===== src/rtl/pl_hazard_unit_if.sv =====
// Hazard-unit bus: pipeline-side register/enable taps in, stage control and counters out.
// The pipeline side uses master; the hazard unit uses slave.
interface pl_hazard_unit_if #(
  parameter int unsigned REG_AW = 2,
  parameter int unsigned CNT_W  = 8
);
  logic [REG_AW-1:0] ra;
  logic [REG_AW-1:0] rb;
  logic              ra_use;
  logic              rb_use;
  logic              id_out_en;
  logic              id_store_stall;
  logic [REG_AW-1:0] ra_ID;
  logic [REG_AW-1:0] rb_ID;
  logic              wb_reg_en_ID;
  logic              mem_read;
  logic [REG_AW-1:0] ra_EX;
  logic              wb_reg_en_EX;
  logic [REG_AW-1:0] ra_MEM;
  logic              wb_reg_en_MEM;
  logic              br_taken;
  logic              cnt_clr;
  logic              pc_en;
  logic              IF_en;
  logic              ID_stall;
  logic              br_clr;
  logic [1:0]        A_dh_sel;
  logic [1:0]        B_dh_sel;
  logic              out_en_master;
  logic [CNT_W-1:0]  stall_cnt;
  logic [CNT_W-1:0]  flush_cnt;

  modport master (
    output ra, rb, ra_use, rb_use, id_out_en, id_store_stall,
    output ra_ID, rb_ID, wb_reg_en_ID, mem_read,
    output ra_EX, wb_reg_en_EX, ra_MEM, wb_reg_en_MEM,
    output br_taken, cnt_clr,
    input  pc_en, IF_en, ID_stall, br_clr, A_dh_sel, B_dh_sel,
    input  out_en_master, stall_cnt, flush_cnt
  );

  modport slave (
    input  ra, rb, ra_use, rb_use, id_out_en, id_store_stall,
    input  ra_ID, rb_ID, wb_reg_en_ID, mem_read,
    input  ra_EX, wb_reg_en_EX, ra_MEM, wb_reg_en_MEM,
    input  br_taken, cnt_clr,
    output pc_en, IF_en, ID_stall, br_clr, A_dh_sel, B_dh_sel,
    output out_en_master, stall_cnt, flush_cnt
  );
endinterface


===== src/rtl/pl_hazard_unit.sv =====
// 5-stage pipeline hazard unit: load-use/direct-read/RAW stalls, multi-cycle branch flush,
// EX-stage forwarding selects and saturating stall/flush counters.
module pl_hazard_unit #(
  parameter int unsigned REG_AW   = 2,
  parameter int unsigned LOAD_LAT = 1,
  parameter int unsigned BR_FLUSH = 1,
  parameter int unsigned FWD_EN   = 1,
  parameter int unsigned CNT_W    = 8
) (
  input logic           clk,
  input logic           rst,
  pl_hazard_unit_if.slave bus
);

  localparam int unsigned MAX_LAT = (LOAD_LAT > BR_FLUSH) ? LOAD_LAT : BR_FLUSH;
  localparam int unsigned CW      = $clog2(MAX_LAT + 1);
  localparam logic [CNT_W-1:0] CNT_MAX = {CNT_W{1'b1}};

  typedef enum logic [1:0] {RUN, LDSTALL, FLUSH} state_t;

  state_t           state, state_nxt;
  logic [CW-1:0]    cnt, cnt_nxt;
  logic [CNT_W-1:0] stall_cnt, flush_cnt;
  logic             stall_inc, flush_inc;
  logic             pc_en, if_en, id_stall, br_clr;
  logic [1:0]       a_sel, b_sel;
  logic             luh, drh, rawh, hz;
  logic             ra_dest_hit, rb_dest_hit;

  function automatic logic hit(input logic [REG_AW-1:0] src,
                               input logic [REG_AW-1:0] dst,
                               input logic              dst_en);
    return dst_en && (src == dst);
  endfunction

  // Hazard detection against every in-flight destination not yet written back
  always_comb begin
    ra_dest_hit = hit(bus.ra, bus.ra_ID,  bus.wb_reg_en_ID)
                | hit(bus.ra, bus.ra_EX,  bus.wb_reg_en_EX)
                | hit(bus.ra, bus.ra_MEM, bus.wb_reg_en_MEM);
    rb_dest_hit = hit(bus.rb, bus.ra_ID,  bus.wb_reg_en_ID)
                | hit(bus.rb, bus.ra_EX,  bus.wb_reg_en_EX)
                | hit(bus.rb, bus.ra_MEM, bus.wb_reg_en_MEM);
    luh  = bus.mem_read && bus.wb_reg_en_ID &&
           ((bus.ra_use && (bus.ra == bus.ra_ID)) || (bus.rb_use && (bus.rb == bus.ra_ID)));
    drh  = (bus.id_out_en || bus.id_store_stall) && ra_dest_hit;
    rawh = (FWD_EN == 0) && ((bus.ra_use && ra_dest_hit) || (bus.rb_use && rb_dest_hit));
    hz   = luh || drh || rawh;
  end

  always_ff @(posedge clk or posedge rst) begin
    if (rst) begin
      state <= RUN;
      cnt   <= '0;
    end else begin
      state <= state_nxt;
      cnt   <= cnt_nxt;
    end
  end

  // Next state and stage controls; a taken branch outranks any hazard
  always_comb begin
    state_nxt = state;
    cnt_nxt   = cnt;
    pc_en     = 1'b1;
    if_en     = 1'b1;
    id_stall  = 1'b0;
    br_clr    = 1'b0;
    stall_inc = 1'b0;
    flush_inc = 1'b0;

    case (state)
      RUN, LDSTALL: begin
        if (bus.br_taken) begin
          br_clr    = 1'b1;
          flush_inc = 1'b1;
          if (BR_FLUSH > 1) begin
            state_nxt = FLUSH;
            cnt_nxt   = CW'(BR_FLUSH - 1);
          end else begin
            state_nxt = RUN;
            cnt_nxt   = '0;
          end
        end else if (state == LDSTALL || hz) begin
          pc_en     = 1'b0;
          if_en     = 1'b0;
          id_stall  = 1'b1;
          stall_inc = 1'b1;
          if (state == LDSTALL) begin
            if (cnt <= CW'(1)) begin
              state_nxt = RUN;
              cnt_nxt   = '0;
            end else begin
              cnt_nxt = cnt - CW'(1);
            end
          end else if (luh && (LOAD_LAT > 1)) begin
            state_nxt = LDSTALL;
            cnt_nxt   = CW'(LOAD_LAT - 1);
          end
        end
      end
      FLUSH: begin
        br_clr = 1'b1;
        if (cnt <= CW'(1)) begin
          state_nxt = RUN;
          cnt_nxt   = '0;
        end else begin
          cnt_nxt = cnt - CW'(1);
        end
      end
      default: begin
        state_nxt = RUN;
        cnt_nxt   = '0;
      end
    endcase

    if (rst) begin
      pc_en     = 1'b0;
      if_en     = 1'b0;
      id_stall  = 1'b0;
      br_clr    = 1'b1;
      stall_inc = 1'b0;
      flush_inc = 1'b0;
    end
  end

  // EX-stage forwarding, EX/MEM result preferred over MEM/WB
  always_comb begin
    a_sel = 2'b00;
    b_sel = 2'b00;
    if ((FWD_EN != 0) && !rst) begin
      if (hit(bus.ra_ID, bus.ra_EX, bus.wb_reg_en_EX))        a_sel = 2'b10;
      else if (hit(bus.ra_ID, bus.ra_MEM, bus.wb_reg_en_MEM)) a_sel = 2'b01;
      if (hit(bus.rb_ID, bus.ra_EX, bus.wb_reg_en_EX))        b_sel = 2'b10;
      else if (hit(bus.rb_ID, bus.ra_MEM, bus.wb_reg_en_MEM)) b_sel = 2'b01;
    end
  end

  // Saturating counters; a clear wins over a same-cycle increment
  always_ff @(posedge clk or posedge rst) begin
    if (rst) begin
      stall_cnt <= '0;
      flush_cnt <= '0;
    end else if (bus.cnt_clr) begin
      stall_cnt <= '0;
      flush_cnt <= '0;
    end else begin
      if (stall_inc && (stall_cnt != CNT_MAX)) stall_cnt <= stall_cnt + CNT_W'(1);
      if (flush_inc && (flush_cnt != CNT_MAX)) flush_cnt <= flush_cnt + CNT_W'(1);
    end
  end

  assign bus.pc_en         = pc_en;
  assign bus.IF_en         = if_en;
  assign bus.ID_stall      = id_stall;
  assign bus.br_clr        = br_clr;
  assign bus.A_dh_sel      = a_sel;
  assign bus.B_dh_sel      = b_sel;
  assign bus.out_en_master = bus.id_out_en && pc_en && !br_clr;
  assign bus.stall_cnt     = stall_cnt;
  assign bus.flush_cnt     = flush_cnt;

endmodule

===== src/flat_wrapper.sv =====
// flat-port wrapper written by rule: the top's interface ports become plain ports
module pl_hazard_unit_flat 
#(
  parameter int unsigned REG_AW   = 2,
  parameter int unsigned LOAD_LAT = 1,
  parameter int unsigned BR_FLUSH = 1,
  parameter int unsigned FWD_EN   = 1,
  parameter int unsigned CNT_W    = 8
)
  (clk, rst, bus_ra, bus_rb, bus_ra_use, bus_rb_use, bus_id_out_en, bus_id_store_stall, bus_ra_ID, bus_rb_ID, bus_wb_reg_en_ID, bus_mem_read, bus_ra_EX, bus_wb_reg_en_EX, bus_ra_MEM, bus_wb_reg_en_MEM, bus_br_taken, bus_cnt_clr, bus_pc_en, bus_IF_en, bus_ID_stall, bus_br_clr, bus_A_dh_sel, bus_B_dh_sel, bus_out_en_master, bus_stall_cnt, bus_flush_cnt);
  pl_hazard_unit_if #(.REG_AW(REG_AW), .CNT_W(CNT_W)) bus_i ();
  input logic clk;
  input logic rst;
  input wire logic [$bits(bus_i.ra)-1:0] bus_ra;
  input wire logic [$bits(bus_i.rb)-1:0] bus_rb;
  input wire logic [$bits(bus_i.ra_use)-1:0] bus_ra_use;
  input wire logic [$bits(bus_i.rb_use)-1:0] bus_rb_use;
  input wire logic [$bits(bus_i.id_out_en)-1:0] bus_id_out_en;
  input wire logic [$bits(bus_i.id_store_stall)-1:0] bus_id_store_stall;
  input wire logic [$bits(bus_i.ra_ID)-1:0] bus_ra_ID;
  input wire logic [$bits(bus_i.rb_ID)-1:0] bus_rb_ID;
  input wire logic [$bits(bus_i.wb_reg_en_ID)-1:0] bus_wb_reg_en_ID;
  input wire logic [$bits(bus_i.mem_read)-1:0] bus_mem_read;
  input wire logic [$bits(bus_i.ra_EX)-1:0] bus_ra_EX;
  input wire logic [$bits(bus_i.wb_reg_en_EX)-1:0] bus_wb_reg_en_EX;
  input wire logic [$bits(bus_i.ra_MEM)-1:0] bus_ra_MEM;
  input wire logic [$bits(bus_i.wb_reg_en_MEM)-1:0] bus_wb_reg_en_MEM;
  input wire logic [$bits(bus_i.br_taken)-1:0] bus_br_taken;
  input wire logic [$bits(bus_i.cnt_clr)-1:0] bus_cnt_clr;
  output wire logic [$bits(bus_i.pc_en)-1:0] bus_pc_en;
  output wire logic [$bits(bus_i.IF_en)-1:0] bus_IF_en;
  output wire logic [$bits(bus_i.ID_stall)-1:0] bus_ID_stall;
  output wire logic [$bits(bus_i.br_clr)-1:0] bus_br_clr;
  output wire logic [$bits(bus_i.A_dh_sel)-1:0] bus_A_dh_sel;
  output wire logic [$bits(bus_i.B_dh_sel)-1:0] bus_B_dh_sel;
  output wire logic [$bits(bus_i.out_en_master)-1:0] bus_out_en_master;
  output wire logic [$bits(bus_i.stall_cnt)-1:0] bus_stall_cnt;
  output wire logic [$bits(bus_i.flush_cnt)-1:0] bus_flush_cnt;
  assign bus_i.ra = bus_ra;
  assign bus_i.rb = bus_rb;
  assign bus_i.ra_use = bus_ra_use;
  assign bus_i.rb_use = bus_rb_use;
  assign bus_i.id_out_en = bus_id_out_en;
  assign bus_i.id_store_stall = bus_id_store_stall;
  assign bus_i.ra_ID = bus_ra_ID;
  assign bus_i.rb_ID = bus_rb_ID;
  assign bus_i.wb_reg_en_ID = bus_wb_reg_en_ID;
  assign bus_i.mem_read = bus_mem_read;
  assign bus_i.ra_EX = bus_ra_EX;
  assign bus_i.wb_reg_en_EX = bus_wb_reg_en_EX;
  assign bus_i.ra_MEM = bus_ra_MEM;
  assign bus_i.wb_reg_en_MEM = bus_wb_reg_en_MEM;
  assign bus_i.br_taken = bus_br_taken;
  assign bus_i.cnt_clr = bus_cnt_clr;
  assign bus_pc_en = bus_i.pc_en;
  assign bus_IF_en = bus_i.IF_en;
  assign bus_ID_stall = bus_i.ID_stall;
  assign bus_br_clr = bus_i.br_clr;
  assign bus_A_dh_sel = bus_i.A_dh_sel;
  assign bus_B_dh_sel = bus_i.B_dh_sel;
  assign bus_out_en_master = bus_i.out_en_master;
  assign bus_stall_cnt = bus_i.stall_cnt;
  assign bus_flush_cnt = bus_i.flush_cnt;
  pl_hazard_unit #(.REG_AW(REG_AW), .LOAD_LAT(LOAD_LAT), .BR_FLUSH(BR_FLUSH), .FWD_EN(FWD_EN), .CNT_W(CNT_W)) u_core (.clk(clk), .rst(rst), .bus(bus_i));
endmodule

===== config.mk =====
export PLATFORM = sky130hd
export DESIGN_NAME = pl_hazard_unit_flat
export DESIGN_NICKNAME = d
export VERILOG_FILES = /design/src/rtl/pl_hazard_unit_if.sv /design/src/rtl/pl_hazard_unit.sv /design/src/flat_wrapper.sv
export SDC_FILE = /design/constraint.sdc
export NUM_CORES = 1
export LEC_CHECK = 0
export ABC_AREA = 1
export CORE_UTILIZATION = 44
export DETAILED_ROUTE_END_ITERATION = 7
export HOLD_SLACK_MARGIN = 0.02
export PLACE_DENSITY = 0.87
export SLEW_MARGIN = 0
export SYNTH_ARGS = -nofsm -noshare
export SYNTH_HDL_FRONTEND = slang
export SYNTH_SLANG_ARGS = --single-unit

===== constraint.sdc =====
create_clock -name clk -period 2.1 [get_ports clk]
set_input_delay 0.42 -clock clk [delete_from_list [all_inputs] [get_ports clk]]
set_output_delay 0.42 -clock clk [all_outputs]
set_load 0.005 [all_outputs]

==> summary.txt <==
flow finished, numbers: result of the run=complete, no violations, relative area of non-clock buffer cells in the final design=31.1%, fill count=231, clock latency at the later pin of the worst-skew pair=about 0.30 ns, number of max-slew violations in the final report=0, area fraction of clock buffers and clock inverters=1.82%, cycle use final=approximately 95%, routed vias=1536, Flop pwr share=41.6%, Netlist Area Pre-Place=between 1000 and 1500 µm², number of antenna-violating nets in the routed design=0, PwrDens=399 nW/µm², largest cell class by area=multi-input combinational cells, register share after synthesis=31.4%, maximum clock frequency=0.502 GHz, x dimension of the die=between 50 and 60 µm, minimum clock period after layout=1.99 ns, slowest cell on the critical path=sky130_fd_sc_hd__nor4_2, non-filler cells, final=295, Site Rows=19, Cell area leaders=sky130_fd_sc_hd__dfrtp_1 (31%), sky130_fd_sc_hd__nand2_1 (16%), sky130_fd_sc_hd__inv_1 (7.7%), Seq area share=20.1%, Net Count, Synth=221, die boundary height=between 50 and 60 µm, TritonCTS clock tree=done, switching power share of the total=30.8%, Worst Tran Pin Value=0.308 ns, overflow left after global routing=0, Post-Place Cells=290, DRT iter0 DRCs=25, area of the chip=3120 µm², max_cap viols=0, critical path, cell by cell=dlygate4sd2_1 -> inv_2 -> buf_4 -> nor2_1 -> nor4_2 -> inv_1 -> nor2_1 -> dlygate4sd2_1, number of sinks handled by clock tree synthesis=16, DR vias/cell=approximately 5.2, area used by multi-input combinational logic=791 µm², Root Buffer=sky130_fd_sc_hd__clkbuf_4, Worst R2R Start=u_core.bus.stall_cnt[0]$_DFFE_PP0P_, initial antenna violation count=0, total I/O pin count=roughly 49, internal power component=about 0.00055 W, most frequently used cell type in the post-synthesis netlist=sky130_fd_sc_hd__nand2_1, FFs & Latches=16, Well-Tap Cells=31, Warnings, synthesis=0, Initial Util=46.2%, total CTS buffers=3
## metal layers
metal | up-vias | track usage [%] | routed length, µm
met3 | 10 | 5.58 | 163
met2 | 43 | 44.1 | 1910
li1 | 763 | - | -
met1 | 720 | 29.4 | 1540
met4 | 0 | 10.1 | 93
met5 | - | 0 | 0
## what timing repair did
action,4_1_cts,5_1_grt
hold buffers,0,0
endpoints found under the setup margin,9,8
buffers inserted,1,0
resized,40,17
pin swaps,6,9
## logic make-up after synthesis
group                    synth area share (%)
AND-OR/OR-AND                            10.2
XOR/XNOR                                 5.50
adder cells (fa/ha/maj)                  1.96
buffers and inverters                    9.81
flip-flops                               31.4
AND/OR/NAND/NOR                          41.1
## per-stage QoR
stage,setup WS (ns),util (%),power (W),TNS (ns),instance area [µm²]
after global placement,-0.463,69.6,0.000578,-3.48,1920
final,0.109,72.4,0.000797,0,2000
after CTS,-0.00402,71.4,0.000797,-0.00402,1970
after global routing,-0.0121,72.4,0.000837,-0.0121,2000
after floorplan,0.319,-,0.000440,0,1270
after detailed placement,-0.557,69.6,0.000584,-4.79,1920
## worst max-delay path: cells and delay by family
family	cells	cell delay [ns]
buffers and inverters	5	0.75
AND/OR/NAND/NOR	3	0.39
## power by group through the flow
stage / clock (W) / sequential (W) / combinational, W
after global placement: 0 / 0.000337 / 0.000241
final: 0.000218 / 0.000332 / 0.000247
after CTS: 0.000221 / 0.000332 / 0.000245
after floorplan: 0 / 0.000337 / 0.000103
after detailed placement: 0 / 0.000338 / 0.000247
after global routing: 0.000231 / 0.000333 / 0.000273
## cell usage in the layout (no fill, tap or decap), types with 2 or more instances in the layout
cell type | netlist | layout
sky130_fd_sc_hd__a21oi_1 | 6 | 5
sky130_fd_sc_hd__buf_2 | 1 | 3
sky130_fd_sc_hd__buf_4 | 1 | 19
sky130_fd_sc_hd__clkbuf_4 | 0 | 3
sky130_fd_sc_hd__clkdlybuf4s15_2 | 0 | 2
sky130_fd_sc_hd__clkdlybuf4s50_1 | 0 | 22
sky130_fd_sc_hd__dfrtp_1 | 16 | 16
sky130_fd_sc_hd__dlygate4sd2_1 | 0 | 12
sky130_fd_sc_hd__dlymetal6s2s_1 | 0 | 8
sky130_fd_sc_hd__ha_1 | 2 | 2
sky130_fd_sc_hd__inv_1 | 26 | 22
sky130_fd_sc_hd__inv_2 | 2 | 6
sky130_fd_sc_hd__nand2_1 | 53 | 52
sky130_fd_sc_hd__nand2_2 | 4 | 5
sky130_fd_sc_hd__nand2_4 | 2 | 2
sky130_fd_sc_hd__nand3_1 | 17 | 17
sky130_fd_sc_hd__nand4_1 | 2 | 2
sky130_fd_sc_hd__nor2_1 | 25 | 22
sky130_fd_sc_hd__nor2_2 | 1 | 3
sky130_fd_sc_hd__nor3_1 | 4 | 4
sky130_fd_sc_hd__nor4_1 | 3 | 2
sky130_fd_sc_hd__o21ai_0 | 10 | 9
sky130_fd_sc_hd__xnor2_1 | 3 | 3
sky130_fd_sc_hd__xor2_1 | 5 | 5
## sequential cells by signal, summed over array words and instances, names as in the netlist
register / cells
u_core.bus.flush_cnt: 8
u_core.bus.stall_cnt: 8
### Clock nets

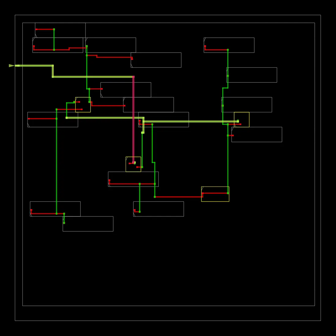
Clock Skews: 0.00295 ns
clock buf count: 4

### Metal 3

Scale: 8 px per µm.
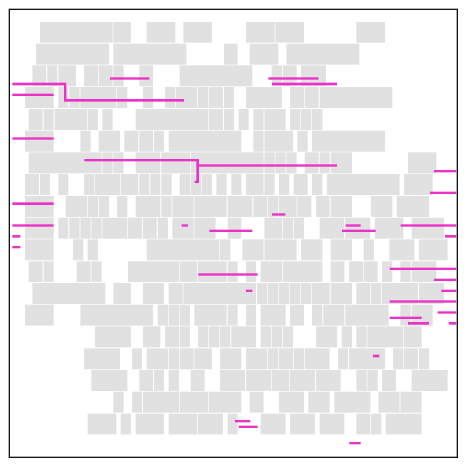
share of all routed wire: 4.4%
nets with wire on the layer: 29
wire length on this layer: 164 µm
main direction: horizontal
longest straight run: 17.2 µm
total wire length: 3.70 mm
global routing met3 resource utilization: 5.58%

### Cell classes on the final placement

Scale: 10 px per µm.
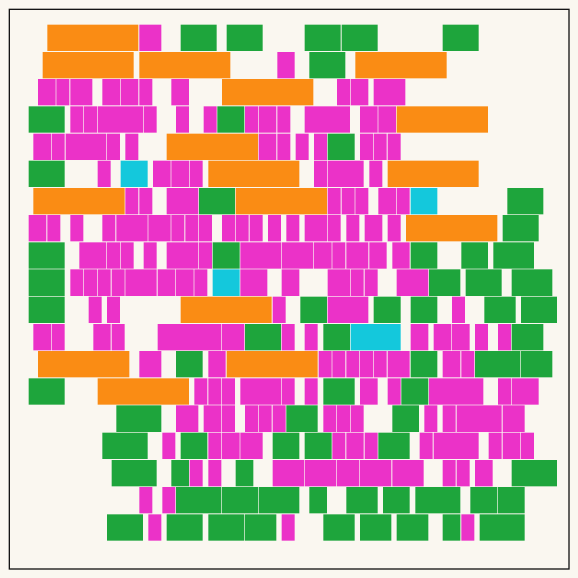
| color | class | cells | share of their area |
|---|---|---|---|
| orange | registers | 16 | 20% |
| magenta | remaining logic cells | 176 | 46% |
| green | remaining buffers and delay cells | 68 | 32% |
| cyan | clock drivers and dummy loads | 4 | 1.9% |

### Pin placement

Scale: 6 px per µm. Pins as bars across the die edge, other pins in gray.
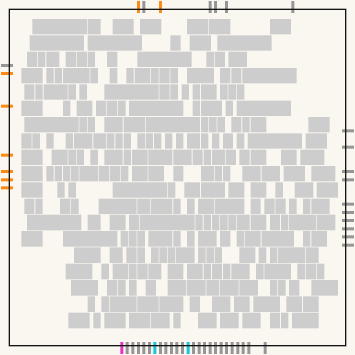
| color | port | pins | direction | edge |
|---|---|---|---|---|
| magenta | `bus_id_out_en` | 1 | input | bottom |
| orange | `bus_stall_cnt` | 8 | output | 6 left, 2 top |
| cyan | `bus_rb` | 2 | input | bottom |

Power and IR drop assume default switching activity.
